### Track usage over the die

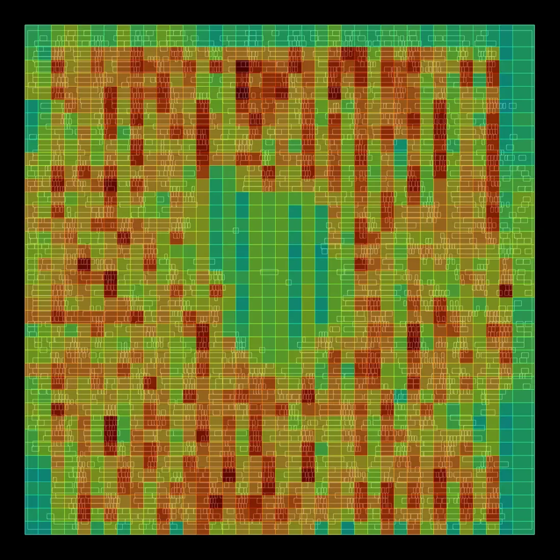
### Routed clock nets over the placement

Scale: 2 px per µm.
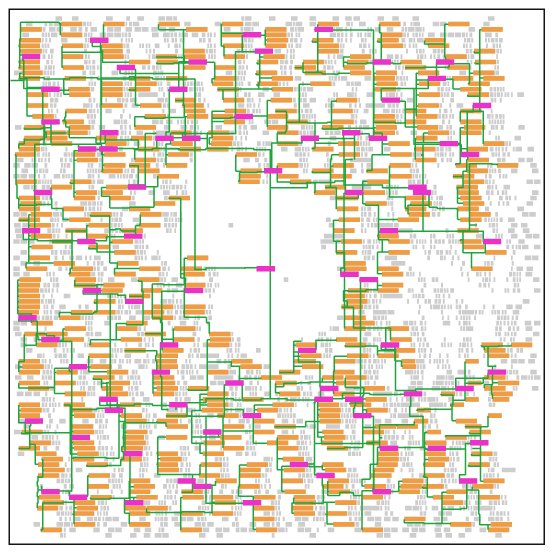
### Placed cells, one color a class

Scale: 2 px per µm. Fill, decap, tap and diode cells in gray.
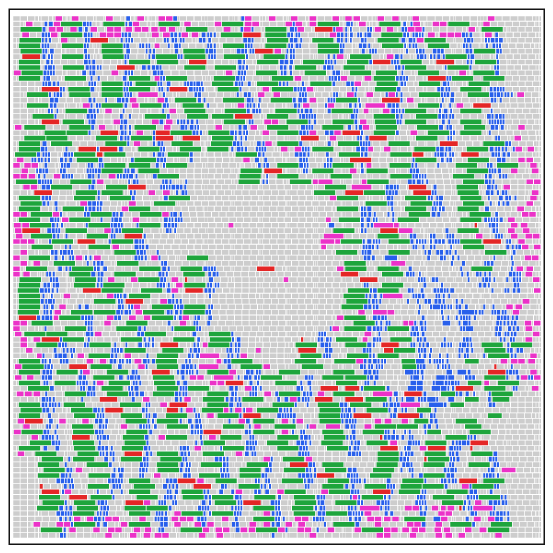
`src/rtl/vec_pkg.sv`:
```
// rtl/vec_pkg.sv - shared vector datapath types and widths
package vec_pkg;

  localparam int VLEN   = 128;
  localparam int LANES  = 4;
  localparam int LANE_W = 32;
  localparam int REG_AW = 5;

  typedef enum logic [3:0] {
    ALU_ADD = 4'd0,
    ALU_SUB = 4'd1,
    ALU_AND = 4'd2,
    ALU_OR  = 4'd3,
    ALU_XOR = 4'd4,
    ALU_SLL = 4'd5,
    ALU_SRL = 4'd6,
    ALU_MIN = 4'd7,
    ALU_MAX = 4'd8
  } alu_op_t;

  typedef struct packed {
    logic [REG_AW-1:0] rd;
    logic [VLEN-1:0]   data;
    logic              zero;
  } wb_entry_t;

endpackage

```
`src/rtl/vec_wb_buffer_if.sv`:
```
// rtl/vec_wb_buffer_if.sv - ALU result, writeback and forwarding signal bundle
interface vec_wb_buffer_if #(
  parameter int DATA_W = vec_pkg::VLEN,
  parameter int REG_AW = vec_pkg::REG_AW,
  parameter int CNT_W  = 3
);
  logic              in_valid;
  logic              in_ready;
  logic [REG_AW-1:0] in_rd;
  logic [DATA_W-1:0] in_data;
  logic              in_zero;
  logic              wb_valid;
  logic              wb_ready;
  logic [REG_AW-1:0] wb_rd;
  logic [DATA_W-1:0] wb_data;
  logic              wb_zero;
  logic [REG_AW-1:0] fwd_rs;
  logic              fwd_hit;
  logic [DATA_W-1:0] fwd_data;
  logic [CNT_W-1:0]  count;

  modport slave (
    input  in_valid, in_rd, in_data, in_zero, wb_ready, fwd_rs,
    output in_ready, wb_valid, wb_rd, wb_data, wb_zero, fwd_hit, fwd_data, count
  );

  modport master (
    output in_valid, in_rd, in_data, in_zero, wb_ready, fwd_rs,
    input  in_ready, wb_valid, wb_rd, wb_data, wb_zero, fwd_hit, fwd_data, count
  );
endinterface

```
`src/rtl/vec_fwd_match.sv`:
```
// rtl/vec_fwd_match.sv - youngest-first match of a source register against queued entries
module vec_fwd_match
  import vec_pkg::*;
#(
  parameter int DEPTH = 4,
  parameter int AW    = REG_AW
) (
  input  logic [DEPTH-1:0][AW-1:0]     rd,
  input  logic [DEPTH-1:0]             vld,
  input  logic [$clog2(DEPTH)-1:0]     wptr,
  input  logic [AW-1:0]                rs,
  output logic                         hit,
  output logic [$clog2(DEPTH)-1:0]     idx
);
  localparam int PW = $clog2(DEPTH);

  logic [PW-1:0] cand;

  // Scan oldest (slot at wptr) to youngest (wptr-1); the last match overwrites, so youngest wins.
  always_comb begin
    hit  = 1'b0;
    idx  = '0;
    cand = '0;
    if (rs != '0) begin
      for (int k = DEPTH; k >= 1; k--) begin
        cand = wptr - PW'(k);
        if (vld[cand] && (rd[cand] == rs)) begin
          hit = 1'b1;
          idx = cand;
        end
      end
    end
  end
endmodule

```
`src/rtl/vec_wb_buffer.sv`:
```
// rtl/vec_wb_buffer.sv - in-order ALU writeback queue with forwarding; VWB_BYPASS_EN adds empty-queue bypass
module vec_wb_buffer #(
  parameter int DATA_W = vec_pkg::VLEN,
  parameter int DEPTH  = 4,
  parameter int REG_AW = vec_pkg::REG_AW
) (
  input  logic            clk,
  input  logic            rst_n,
  vec_wb_buffer_if.slave  bus
);
  localparam int PW = $clog2(DEPTH);
  localparam int CW = PW + 1;
  localparam logic [CW-1:0] FULL = CW'(DEPTH);

  logic [DEPTH-1:0][REG_AW-1:0] rd_q;
  logic [DATA_W-1:0]            data_q [DEPTH];
  logic [DEPTH-1:0]             zero_q;
  logic [DEPTH-1:0]             vld_q;
  logic [PW-1:0]                wptr;
  logic [PW-1:0]                rptr;
  logic [CW-1:0]                cnt;
  logic                         byp;
  logic                         acc;
  logic                         enq;
  logic                         deq;
  logic                         hit;
  logic [PW-1:0]                hit_idx;

  assign bus.in_ready = (cnt != FULL);
  assign bus.count    = cnt;
  assign acc          = bus.in_valid && bus.in_ready;

`ifdef VWB_BYPASS_EN
  assign byp = (cnt == '0) && bus.in_valid && (bus.in_rd != '0);
`else
  assign byp = 1'b0;
`endif

  assign deq = (cnt != '0) && bus.wb_ready;
  // x0 beats complete the handshake but are never stored; bypassed beats retire without storage.
  assign enq = acc && (bus.in_rd != '0) && !(byp && bus.wb_ready);

  always_comb begin
    bus.wb_valid = 1'b0;
    bus.wb_rd    = '0;
    bus.wb_data  = '0;
    bus.wb_zero  = 1'b0;
    if (byp) begin
      bus.wb_valid = 1'b1;
      bus.wb_rd    = bus.in_rd;
      bus.wb_data  = bus.in_data;
      bus.wb_zero  = bus.in_zero;
    end else if (cnt != '0) begin
      bus.wb_valid = 1'b1;
      bus.wb_rd    = rd_q[rptr];
      bus.wb_data  = data_q[rptr];
      bus.wb_zero  = zero_q[rptr];
    end
  end

  always_ff @(posedge clk) begin
    if (!rst_n) begin
      wptr  <= '0;
      rptr  <= '0;
      cnt   <= '0;
      vld_q <= '0;
    end else begin
      if (enq) begin
        vld_q[wptr] <= 1'b1;
        wptr        <= wptr + 1'b1;
      end
      if (deq) begin
        vld_q[rptr] <= 1'b0;
        rptr        <= rptr + 1'b1;
      end
      case ({enq, deq})
        2'b10:   cnt <= cnt + 1'b1;
        2'b01:   cnt <= cnt - 1'b1;
        default: cnt <= cnt;
      endcase
    end
  end

  // Payload needs no reset: every read is qualified by count or a valid bit.
  always_ff @(posedge clk) begin
    if (enq) begin
      rd_q[wptr]   <= bus.in_rd;
      data_q[wptr] <= bus.in_data;
      zero_q[wptr] <= bus.in_zero;
    end
  end

  vec_fwd_match #(
    .DEPTH (DEPTH),
    .AW    (REG_AW)
  ) u_fwd_match (
    .rd   (rd_q),
    .vld  (vld_q),
    .wptr (wptr),
    .rs   (bus.fwd_rs),
    .hit  (hit),
    .idx  (hit_idx)
  );

  assign bus.fwd_hit  = hit;
  assign bus.fwd_data = hit ? data_q[hit_idx] : '0;
endmodule

```
`src/flat_wrapper.sv`:
```
// flat-port wrapper written by rule: the top's interface ports become plain ports
module vec_wb_buffer_flat 
#(
  parameter int DATA_W = vec_pkg::VLEN,
  parameter int DEPTH  = 4,
  parameter int REG_AW = vec_pkg::REG_AW
)
  (clk, rst_n, bus_in_valid, bus_in_rd, bus_in_data, bus_in_zero, bus_wb_ready, bus_fwd_rs, bus_in_ready, bus_wb_valid, bus_wb_rd, bus_wb_data, bus_wb_zero, bus_fwd_hit, bus_fwd_data, bus_count);
  vec_wb_buffer_if #(.DATA_W(DATA_W), .REG_AW(REG_AW)) bus_i ();
  input  logic clk;
  input  logic rst_n;
  input wire logic [$bits(bus_i.in_valid)-1:0] bus_in_valid;
  input wire logic [$bits(bus_i.in_rd)-1:0] bus_in_rd;
  input wire logic [$bits(bus_i.in_data)-1:0] bus_in_data;
  input wire logic [$bits(bus_i.in_zero)-1:0] bus_in_zero;
  input wire logic [$bits(bus_i.wb_ready)-1:0] bus_wb_ready;
  input wire logic [$bits(bus_i.fwd_rs)-1:0] bus_fwd_rs;
  output wire logic [$bits(bus_i.in_ready)-1:0] bus_in_ready;
  output wire logic [$bits(bus_i.wb_valid)-1:0] bus_wb_valid;
  output wire logic [$bits(bus_i.wb_rd)-1:0] bus_wb_rd;
  output wire logic [$bits(bus_i.wb_data)-1:0] bus_wb_data;
  output wire logic [$bits(bus_i.wb_zero)-1:0] bus_wb_zero;
  output wire logic [$bits(bus_i.fwd_hit)-1:0] bus_fwd_hit;
  output wire logic [$bits(bus_i.fwd_data)-1:0] bus_fwd_data;
  output wire logic [$bits(bus_i.count)-1:0] bus_count;
  assign bus_i.in_valid = bus_in_valid;
  assign bus_i.in_rd = bus_in_rd;
  assign bus_i.in_data = bus_in_data;
  assign bus_i.in_zero = bus_in_zero;
  assign bus_i.wb_ready = bus_wb_ready;
  assign bus_i.fwd_rs = bus_fwd_rs;
  assign bus_in_ready = bus_i.in_ready;
  assign bus_wb_valid = bus_i.wb_valid;
  assign bus_wb_rd = bus_i.wb_rd;
  assign bus_wb_data = bus_i.wb_data;
  assign bus_wb_zero = bus_i.wb_zero;
  assign bus_fwd_hit = bus_i.fwd_hit;
  assign bus_fwd_data = bus_i.fwd_data;
  assign bus_count = bus_i.count;
  vec_wb_buffer #(.DATA_W(DATA_W), .DEPTH(DEPTH), .REG_AW(REG_AW)) u_core (.clk(clk), .rst_n(rst_n), .bus(bus_i));
endmodule
```
`config.mk`:
```
export PLATFORM = sky130hd
export DESIGN_NAME = vec_wb_buffer_flat
export DESIGN_NICKNAME = d
export VERILOG_FILES = /design/src/rtl/vec_pkg.sv /design/src/rtl/vec_wb_buffer_if.sv /design/src/rtl/vec_fwd_match.sv /design/src/rtl/vec_wb_buffer.sv /design/src/flat_wrapper.sv
export SDC_FILE = /design/constraint.sdc
export NUM_CORES = 1
export LEC_CHECK = 0
export ABC_AREA = 1
export CAP_MARGIN = 40
export CORE_UTILIZATION = 40
export CTS_CLUSTER_SIZE = 8
export DETAILED_ROUTE_END_ITERATION = 8
export PLACE_DENSITY = 0.6
export REMOVE_ABC_BUFFERS = 1
export SYNTH_ARGS = -nofsm -noshare
export SYNTH_HDL_FRONTEND = slang
export SYNTH_SLANG_ARGS = --single-unit
```
`constraint.sdc`:
```
create_clock -name clk -period 10.45 [get_ports clk]
set_clock_uncertainty 0.2 [all_clocks]
set_input_delay 2.09 -clock clk [delete_from_list [all_inputs] [get_ports clk]]
set_output_delay 2.09 -clock clk [all_outputs]
set_load 0.02 [all_outputs]
```
==> flow_metrics.py <==
# Synthesis and PnR figures
metrics = {
    "outcome": {
        "outcome": "complete, no violations",
    },
    "floorplan": {
        "die_area_um2": 71100,
        "core_um2": 68900,
        "floorplan.die.width_um": 267,
        "tapcell.inserted": 931,
        "design.portCount": 411,
    },
    "final_timing": {
        "finalHoldWorstSlack_ps": 300,
        "worst-slew-pin-transition_ps": 1010,
        "setup_repair_after_global_routing_missed_its_margin": "no",
        "finalSetupTns_ps": 0,
        "fin_ws_ps": 894,
    },
    "finish": {
        "clockBufferCount": 86,
        "final.signal_buffer_count": 455,
        "postLayoutCellArea_um2": 35100,
        "comb_area_share_pct": 29.7,
        "final_layout_top_logic_cell": "sky130_fd_sc_hd__nor2_1",
        "finalCoreUtilization_pct": 50.9,
        "layout_top_cells": "sky130_fd_sc_hd__nor2_1 (817), sky130_fd_sc_hd__nand2_1 (642), sky130_fd_sc_hd__edfxtp_1 (536), sky130_fd_sc_hd__clkdlybuf4s50_1 (410), sky130_fd_sc_hd__o21ai_0 (279)",
        "layout.buffer.nonclock.area_share_pct": 13.7,
    },
    "global_route": {
        "overflow": 0,
        "via_count_of_the_first_global_routing_pass": 24900,
        "antenna_found_initial": 16,
    },
    "logic_synthesis": {
        "yosysUniqueCellTypes": 23,
        "synth.cells.most_frequent": "sky130_fd_sc_hd__nor2_1 (818), sky130_fd_sc_hd__nand2_1 (644), sky130_fd_sc_hd__edfxtp_1 (536), sky130_fd_sc_hd__o21ai_0 (279), sky130_fd_sc_hd__nand4_1 (257)",
        "post_synth.cell_area_avg_um2": 8.77,
        "synthesis.instances": 3195,
        "ys_sh_mux_pct": 0,
        "synthesis.area_um2": 28000,
        "yosysChipArea_um2": 28000,
        "yosys_warnings": 0,
        "ys_seq_elements": 549,
        "synth-adder-area-share_pct": 0.473,
    },
    "route": {
        "drc_errors": 0,
        "ant_nets": 0,
        "total_via_count_after_detailed_routing": 25600,
    },
    "power_and_ir_drop": {
        "peakVddDrop_mv": 0.269,
        "power.static_leakage_nw": 13.1,
    },
    "placement": {
        "detailed_place_hpwl_um": 54500,
        "detailedPlace.worstSlack_ps": 1310,
    },
    "cts": {
        "cts_tree": "built",
        "postCtsSetupRepairBufs": 0,
        "cts.sinks": 549,
        "cts_htree_levels": 3,
    },
    "worst_setup_path": {
        "worst-endpoint-required_ps": 8160,
        "regToRegStartpoint": "u_core.wptr[1]",
        "start_to_end_type_of_the_worst_setup_path": "register to primary output",
        "timing.critical_path.to_type": "primary output",
    },
    "worst_hold_path": {
        "hold-path-endpoint": "u_core.vld_q[1]",
    },
    "flow_run": {
        "warning_count": 43,
    },
}
-- 'Track usage over the die' (at the start) --
M3 GR Usage: 6.89%
met2 global-route usage: 42.8%
average wire per cell in the routed design: 22.0 µm
aggregate global-route resource usage: 26.6%

-- 'Routed clock nets over the placement' (at the start) --
[orange] flip-flops | count: 549
[magenta] clock drivers | count: 79
[green] clock wires | length: 7,480 µm
flops lie: widely spread
clock latency at the later pin of the worst-skew pair: 620 ps
Clock Power: 2.30 mW
clock group share of total power: 27.2%

-- 'Placed cells, one color a class' (at the start) --
[green] sequential cells | cells: 549 | share of their area: 48%
[red] clock drivers and dummy loads | cells: 96 | share of their area: 6.4%
[blue] combinational and other logic | cells: 2,381 | share of their area: 31%
[magenta] remaining buffers and delay cells | cells: 455 | share of their area: 14%

-- critical path: stages, from the launching register on --
cell and delay [ps]:
sky130_fd_sc_hd__dfxtp_1 720, sky130_fd_sc_hd__inv_1 510, sky130_fd_sc_hd__ha_1 830, sky130_fd_sc_hd__inv_2 280, sky130_fd_sc_hd__nand3_1 150, sky130_fd_sc_hd__nand2_1 100
sky130_fd_sc_hd__nand2_1 70, sky130_fd_sc_hd__nand2_1 60, sky130_fd_sc_hd__nor2_1 100, sky130_fd_sc_hd__nand3_1 150, sky130_fd_sc_hd__nand2_1 180, sky130_fd_sc_hd__nand2_1 110
sky130_fd_sc_hd__nand2_4 440, sky130_fd_sc_hd__buf_4 780, sky130_fd_sc_hd__buf_4 820, sky130_fd_sc_hd__nand4_1 170, sky130_fd_sc_hd__nand3_1 150, sky130_fd_sc_hd__nand2_1 70
sky130_fd_sc_hd__nor2_1 140, sky130_fd_sc_hd__clkdlybuf4s50_1 730
-- flip-flops by register name (all words and copies together) (netlist names), named ones only --
signal / cells
u_core.bus.count: 3
u_core.data_q: 512
u_core.rd_q: 20
u_core.rptr: 2
u_core.vld_q: 4
u_core.wptr: 2
u_core.zero_q: 4
-- routing by layer --
layer	track usage (%)	vias up	part of all wire (%)
li1	-	11600	-
met1	33.1	12300	39
met2	42.8	1376	47
met3	6.89	292	9.7
met4	12.9	14	4.3
met5	0	-	0.097
-- power breakdown --
group / internal [mW] / leakage, nW / switching [mW]
Clock: 1.36 / 1.06 / 0.935
Combinational: 1.17 / 7.03 / 2.18
Sequential: 2.65 / 5.02 / 0.143
Power is estimated from default activity; no workload was simulated.
